**config.mk**
```make
export PLATFORM = sky130hd
export DESIGN_NAME = kbd_rx_fifo
export DESIGN_NICKNAME = d
export VERILOG_FILES = /design/src/rtl/kbd_rx_fifo.sv
export SDC_FILE = /design/constraint.sdc
export NUM_CORES = 1
export LEC_CHECK = 0
export CAP_MARGIN = 20
export CELL_PAD_IN_SITES_DETAIL_PLACEMENT = 0
export CELL_PAD_IN_SITES_GLOBAL_PLACEMENT = 1
export CORE_MARGIN = 4
export CORE_UTILIZATION = 45
export CTS_CLUSTER_SIZE = 20
export DETAILED_ROUTE_END_ITERATION = 10
export GPL_TIMING_DRIVEN = 0
export PLACE_DENSITY = 0.81
export SLEW_MARGIN = 0
export SYNTH_ARGS = -nofsm -noshare
export SYNTH_HDL_FRONTEND = slang
export SYNTH_SLANG_ARGS = --single-unit
```
**constraint.sdc**
```tcl
create_clock -name clk -period 3.3 [get_ports clk]
set_input_delay 0.495 -clock clk [delete_from_list [all_inputs] [get_ports clk]]
set_output_delay 0.495 -clock clk [all_outputs]
set_load 0.05 [all_outputs]
```
**src/rtl/kbd_rx_fifo.sv**
```systemverilog
// kbd_rx_fifo -- PS/2 keyboard receiver feeding a small scan-code FIFO.
//
// Frames from the keyboard (start, 8 data LSB first, odd parity, stop) are
// sampled on ps2_clk falling edges after synchronisation into clk. Good
// frames are queued; the CPU reads the head through an active-low read
// strobe, one entry per strobe regardless of how long it stays low.
//
// Ports
//   clk        system clock, rising edge
//   clrn       asynchronous active-low reset
//   ps2_clk    PS/2 device clock (async)
//   ps2_data   PS/2 device data (async)
//   io_rdn     active-low read strobe from the address decoder
//   key_data   byte at FIFO head, 8'h00 when empty (combinational)
//   ready      FIFO non-empty (combinational)
//   overflow   sticky: a byte was dropped because the FIFO was full
//   parity_err one-cycle pulse when a frame is rejected
module kbd_rx_fifo #(
  parameter int DEPTH   = 8,
  parameter int TIMEOUT = 5000
) (
  input  logic       clk,
  input  logic       clrn,
  input  logic       ps2_clk,
  input  logic       ps2_data,
  input  logic       io_rdn,
  output logic [7:0] key_data,
  output logic       ready,
  output logic       overflow,
  output logic       parity_err
);

  localparam int AW = $clog2(DEPTH);
  localparam int CW = AW + 1;
  localparam int TW = $clog2(TIMEOUT + 1);
  localparam logic [TW-1:0] TMAX = TW'(TIMEOUT - 1);

  typedef enum logic [1:0] {IDLE, DATA, PARITY, STOP} rx_state_t;

  // ---------------------------------------------------------------------
  // Synchronisers: bit0 = first flop, bit2 = third flop. Reset to 1 so a
  // bus idling high never looks like a falling edge coming out of reset.
  // ---------------------------------------------------------------------
  logic [2:0] clk_sync, dat_sync;

  always_ff @(posedge clk or negedge clrn) begin
    if (!clrn) begin
      clk_sync <= 3'b111;
      dat_sync <= 3'b111;
    end else begin
      clk_sync <= {clk_sync[1:0], ps2_clk};
      dat_sync <= {dat_sync[1:0], ps2_data};
    end
  end

  logic fall, din;
  assign fall = !clk_sync[1] && clk_sync[2];
  // Data taken from the same synchroniser depth as the clock edge detect.
  assign din  = dat_sync[1];

  // ---------------------------------------------------------------------
  // Receive FSM
  // ---------------------------------------------------------------------
  rx_state_t     state;
  logic [2:0]    bit_cnt;
  logic [7:0]    shreg;
  logic          par_bit;
  logic [TW-1:0] timer;
  logic          push_req;
  logic [7:0]    push_byte;

  always_ff @(posedge clk or negedge clrn) begin
    if (!clrn) begin
      state      <= IDLE;
      bit_cnt    <= '0;
      shreg      <= '0;
      par_bit    <= 1'b0;
      timer      <= '0;
      push_req   <= 1'b0;
      push_byte  <= '0;
      parity_err <= 1'b0;
    end else begin
      push_req   <= 1'b0;
      parity_err <= 1'b0;
      if (fall) begin
        timer <= '0;
        unique case (state)
          IDLE: begin
            if (!din) begin
              state   <= DATA;
              bit_cnt <= '0;
            end
          end
          DATA: begin
            shreg   <= {din, shreg[7:1]};
            bit_cnt <= bit_cnt + 3'd1;
            if (bit_cnt == 3'd7) state <= PARITY;
          end
          PARITY: begin
            par_bit <= din;
            state   <= STOP;
          end
          STOP: begin
            state <= IDLE;
            // Odd parity over data + parity bit, and a high stop bit.
            if (din && ((^shreg) ^ par_bit)) begin
              push_req  <= 1'b1;
              push_byte <= shreg;
            end else begin
              parity_err <= 1'b1;
            end
          end
          default: state <= IDLE;
        endcase
      end else if (state != IDLE) begin
        // Abandon a stalled partial frame silently.
        if (timer == TMAX) begin
          state <= IDLE;
          timer <= '0;
        end else begin
          timer <= timer + 1'b1;
        end
      end
    end
  end

  // ---------------------------------------------------------------------
  // Read strobe edge detect: one pop per strobe falling edge.
  // ---------------------------------------------------------------------
  logic rdn_q;

  always_ff @(posedge clk or negedge clrn) begin
    if (!clrn) rdn_q <= 1'b1;
    else       rdn_q <= io_rdn;
  end

  // ---------------------------------------------------------------------
  // FIFO
  // ---------------------------------------------------------------------
  logic [7:0]    mem [DEPTH];
  logic [AW-1:0] wr_ptr, rd_ptr;
  logic [CW-1:0] count;
  logic          empty, full, pop, push_ok;

  assign empty   = (count == '0);
  assign full    = (count == CW'(DEPTH));
  assign pop     = !io_rdn && rdn_q && !empty;
  // A pop in the same cycle frees the slot, so a full FIFO still accepts.
  assign push_ok = push_req && (!full || pop);

  always_ff @(posedge clk) begin
    if (push_ok) mem[wr_ptr] <= push_byte;
  end

  always_ff @(posedge clk or negedge clrn) begin
    if (!clrn) begin
      wr_ptr   <= '0;
      rd_ptr   <= '0;
      count    <= '0;
      overflow <= 1'b0;
    end else begin
      if (push_ok) wr_ptr <= wr_ptr + 1'b1;
      if (pop)     rd_ptr <= rd_ptr + 1'b1;
      unique case ({push_ok, pop})
        2'b10:   count <= count + 1'b1;
        2'b01:   count <= count - 1'b1;
        default: count <= count;
      endcase
      if (push_req && full && !pop) overflow <= 1'b1;
      else if (pop)                 overflow <= 1'b0;
    end
  end

  assign ready    = !empty;
  assign key_data = empty ? 8'h00 : mem[rd_ptr];

endmodule

```
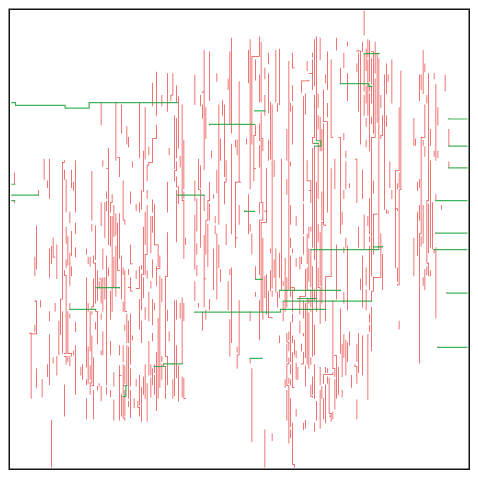
(images/metal_stack.png)
(4 px per µm) Only two layers are drawn.
met3 -> green  # wire length 264 µm
met2 -> red  # wire length 4,690 µm

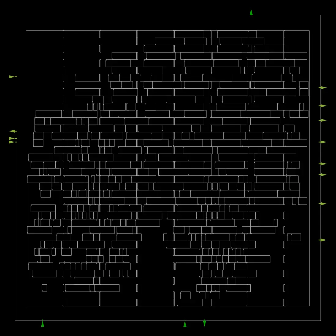
(images/final_placement.png)
Row Count: 38
final cell count without fillers: 530

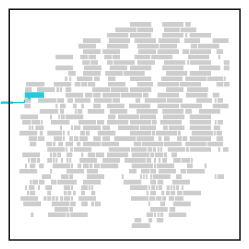
(images/port_nets.png)
(2 px per µm)
ps2_clk -> cyan  # bits 1, direction input, edge west, end cells 1, buffers 1, wire 10.5 µm

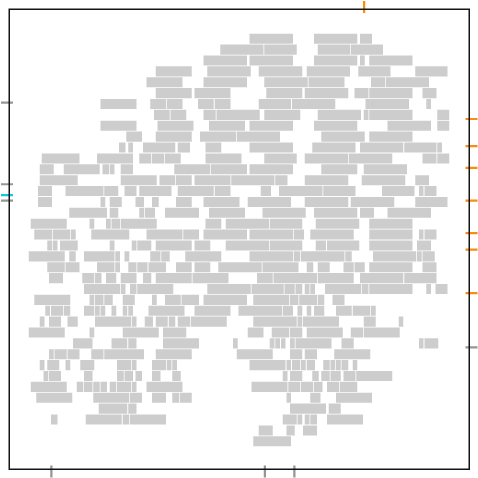
(images/pins.png)
(4 px per µm) Pins as bars across the die edge, other pins in gray.
key_data -> orange  # pins 8, direction output, edge 7 east, 1 north
ps2_clk -> cyan  # pins 1, direction input, edge west
all pins by edge = 8 east, 4 west, 3 south, 1 north

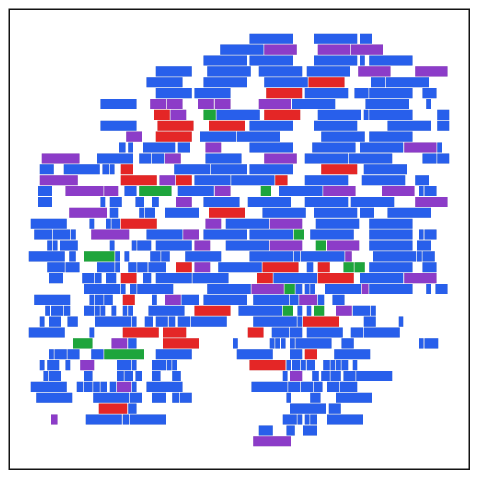
(images/drive_strength.png)
(4 px per µm)
drive 3 to 4 -> green  # cells 13, most used buf_4
drive 2 -> purple  # cells 48, most used mux2_2
drive 1 or less -> blue  # cells 299, most used edfxtp_1
drive 6 and up -> red  # cells 30, most used clkbuf_16

-- critical path, stage by stage (launching register included) --
cell and delay, ns:
dfrtp_1 0.34, buf_2 0.27, buf_4 0.29, mux4_2 0.54, mux2i_1 0.19, nor2_1 0.05
dlygate4sd2_1 0.44
-- area by class of cell --
cell class	instances	area, µm²
buffer	11	47.5
timing repair buffer	21	193
tap	140	175
inverter	9	33.8
clock buffer	17	425
multi-input combinational	199	1760
fill	870	4920
clock inverter	15	151
sequential	118	3280
-- cell families (layout without fill, tap and decap cells) --
group                      after synthesis  after routing  synth area share [%]
muxes                                   46             46                  13.6
buffers and inverters                   21             73                  1.59
adders and majority gates               10             10                  2.45
AOI/OAI and AO/OA                       40             40                  6.19
and+or+nand+nor                         83             83                  8.09
xor gates and xnor gates                20             20                  3.99
DFF                                    118            118                  64.1
-- worst paths after layout --
path	slack [ns]	cells after the start	end
setup / recovery	0.28	6	key_data[6]
setup reg to reg	0.87	6	mem[1][4]$_DFFE_PP_
max in group asynchronous	2.61	2	rdn_q$_DFF_PN1_
min in group clk	0.36	0	clk_sync[1]$_DFF_PN1_
hold reg to reg	0.36	0	clk_sync[1]$_DFF_PN1_
hold / removal	0.06	1	timer[7]$_DFFE_PN0N_
-- routing by layer --
metal  vias up  wire length, µm  GRT usage [%]
met1      1458             4000           19.0
met2        50             4690           26.2
met5         -                0              0
li1       1366                -              -
met3         8              264           3.86
met4         0               86           4.83
-- per-stage QoR --
stage / utilization [%] / instances / setup TNS (ns) / setup WS (ns)
after floorplan: - / 338 / 0 / 0.855
after global routing: 55.2 / 530 / 0 / 0.0914
after CTS: 55.2 / 530 / 0 / 0.210
after detailed placement: 50.1 / 499 / 0 / 0.134
final: 55.2 / 530 / 0 / 0.279
after global placement: 49.5 / 493 / -1.67 / -0.209
==> flow_summary.json <==
{
  "p_clk_share_pct": 34.7,
  "hold_path_class": "in -> async",
  "drive_above_1_share_pct": 23.3,
  "top_cells_by_count": "edfxtp_1, dfrtp_1, nand2_1, nor2_1, mux2_2",
  "vias": 2882,
  "lay_top_count": "edfxtp_1",
  "grt-ovfl-total": 0,
  "wl_mm": 9.04,
  "yosysWarnings": 0,
  "dieArea_um2": 13100,
  "rsz0062_at_grt": "no",
  "finalCritPeriodShare_pct": 91.5,
  "syn_area_um2": 5120,
  "cap_viol_max_count": 0,
  "area_growth_pct": 18.6,
  "drt_iter0_drc": 110,
  "nNetsFinal": 392,
  "fin_skew_ns": 0.00774,
  "numPortBuffers": 15,
  "ys_chip_area_um2": 5120,
  "p_seq_mw": 1.80,
  "pwr-share-comb_pct": 30.0,
  "insertion_delay_ns": 0.41,
  "hold_viol": 0,
  "most-common-layout-cells": "edfxtp_1, dfrtp_1, nand2_1",
  "crit_type": "reg -> out",
  "drv_slew": 0,
  "peakVddDrop_v": 0.000617,
  "antenna_found_initial": 0,
  "grt_pass1_vias": 3049,
  "cts_made_buffers": 17,
  "wire_per_inst_um": 17.1,
  "cts_hold_buf": 0,
  "cp_max_fo": 10,
  "fp_nets": 353,
  "route.antenna.remaining_nets": 0,
  "worst_ep_arrival_time_ns": 2.53,
  "top_power_group": "sequential cells",
  "cts_buffer_depth": 2,
  "htreeDepth": 4,
  "worst_pin_slew_ns": 0.825,
  "cts_tree": "done",
  "status": "finished clean",
  "io_pins": 16,
  "seqPwrFrac_pct": 35.4,
  "num_antenna_cells": 0,
  "area_leaders": "edfxtp_1, dfrtp_1, mux4_2",
  "ys_cells": 338,
  "top_regs": "mem: 64 flops, timer: 13 flops",
  "ys_seq_share_pct": 64.1,
  "numSynthFlops": 118,
  "final_area_um2": 6070,
  "synth.top_cell.area_share_pct": 37.6,
  "clk_pin_slew_ns": 0.06,
  "setup_viol": 0,
  "place_area_um2": 5500,
  "largest_reg_flops": 64,
  "gp_congestion": 0.792,
  "avgSynthCellArea_um2": 15.1,
  "intPower_mw": 3.29,
  "viasPerCell": 5.44,
  "top_cell": "edfxtp_1",
  "start_kind": "flop",
  "ys_types": 52,
  "hold_slack_ns": 0.0596,
  "cts_resized": 10,
  "async_flop_share_pct": 45.8,
  "synth.largest_area_cell": "edfxtp_1",
  "synth-edff-count": 64,
  "p_per_area_nw_per_um2": 837,
  "fp_util_pct": 46.6,
  "grt_max_degree": 34,
  "powerClk_mw": 1.76,
  "switching_share_pct": 35.3,
  "core_um2": 11000,
  "clock_tree.root_cell": "clkbuf_16",
  "p_total_mw": 5.08,
  "cts_setup_buffers": 0,
  "min_period_ns": 3.02
}
Power and IR drop assume default switching activity.
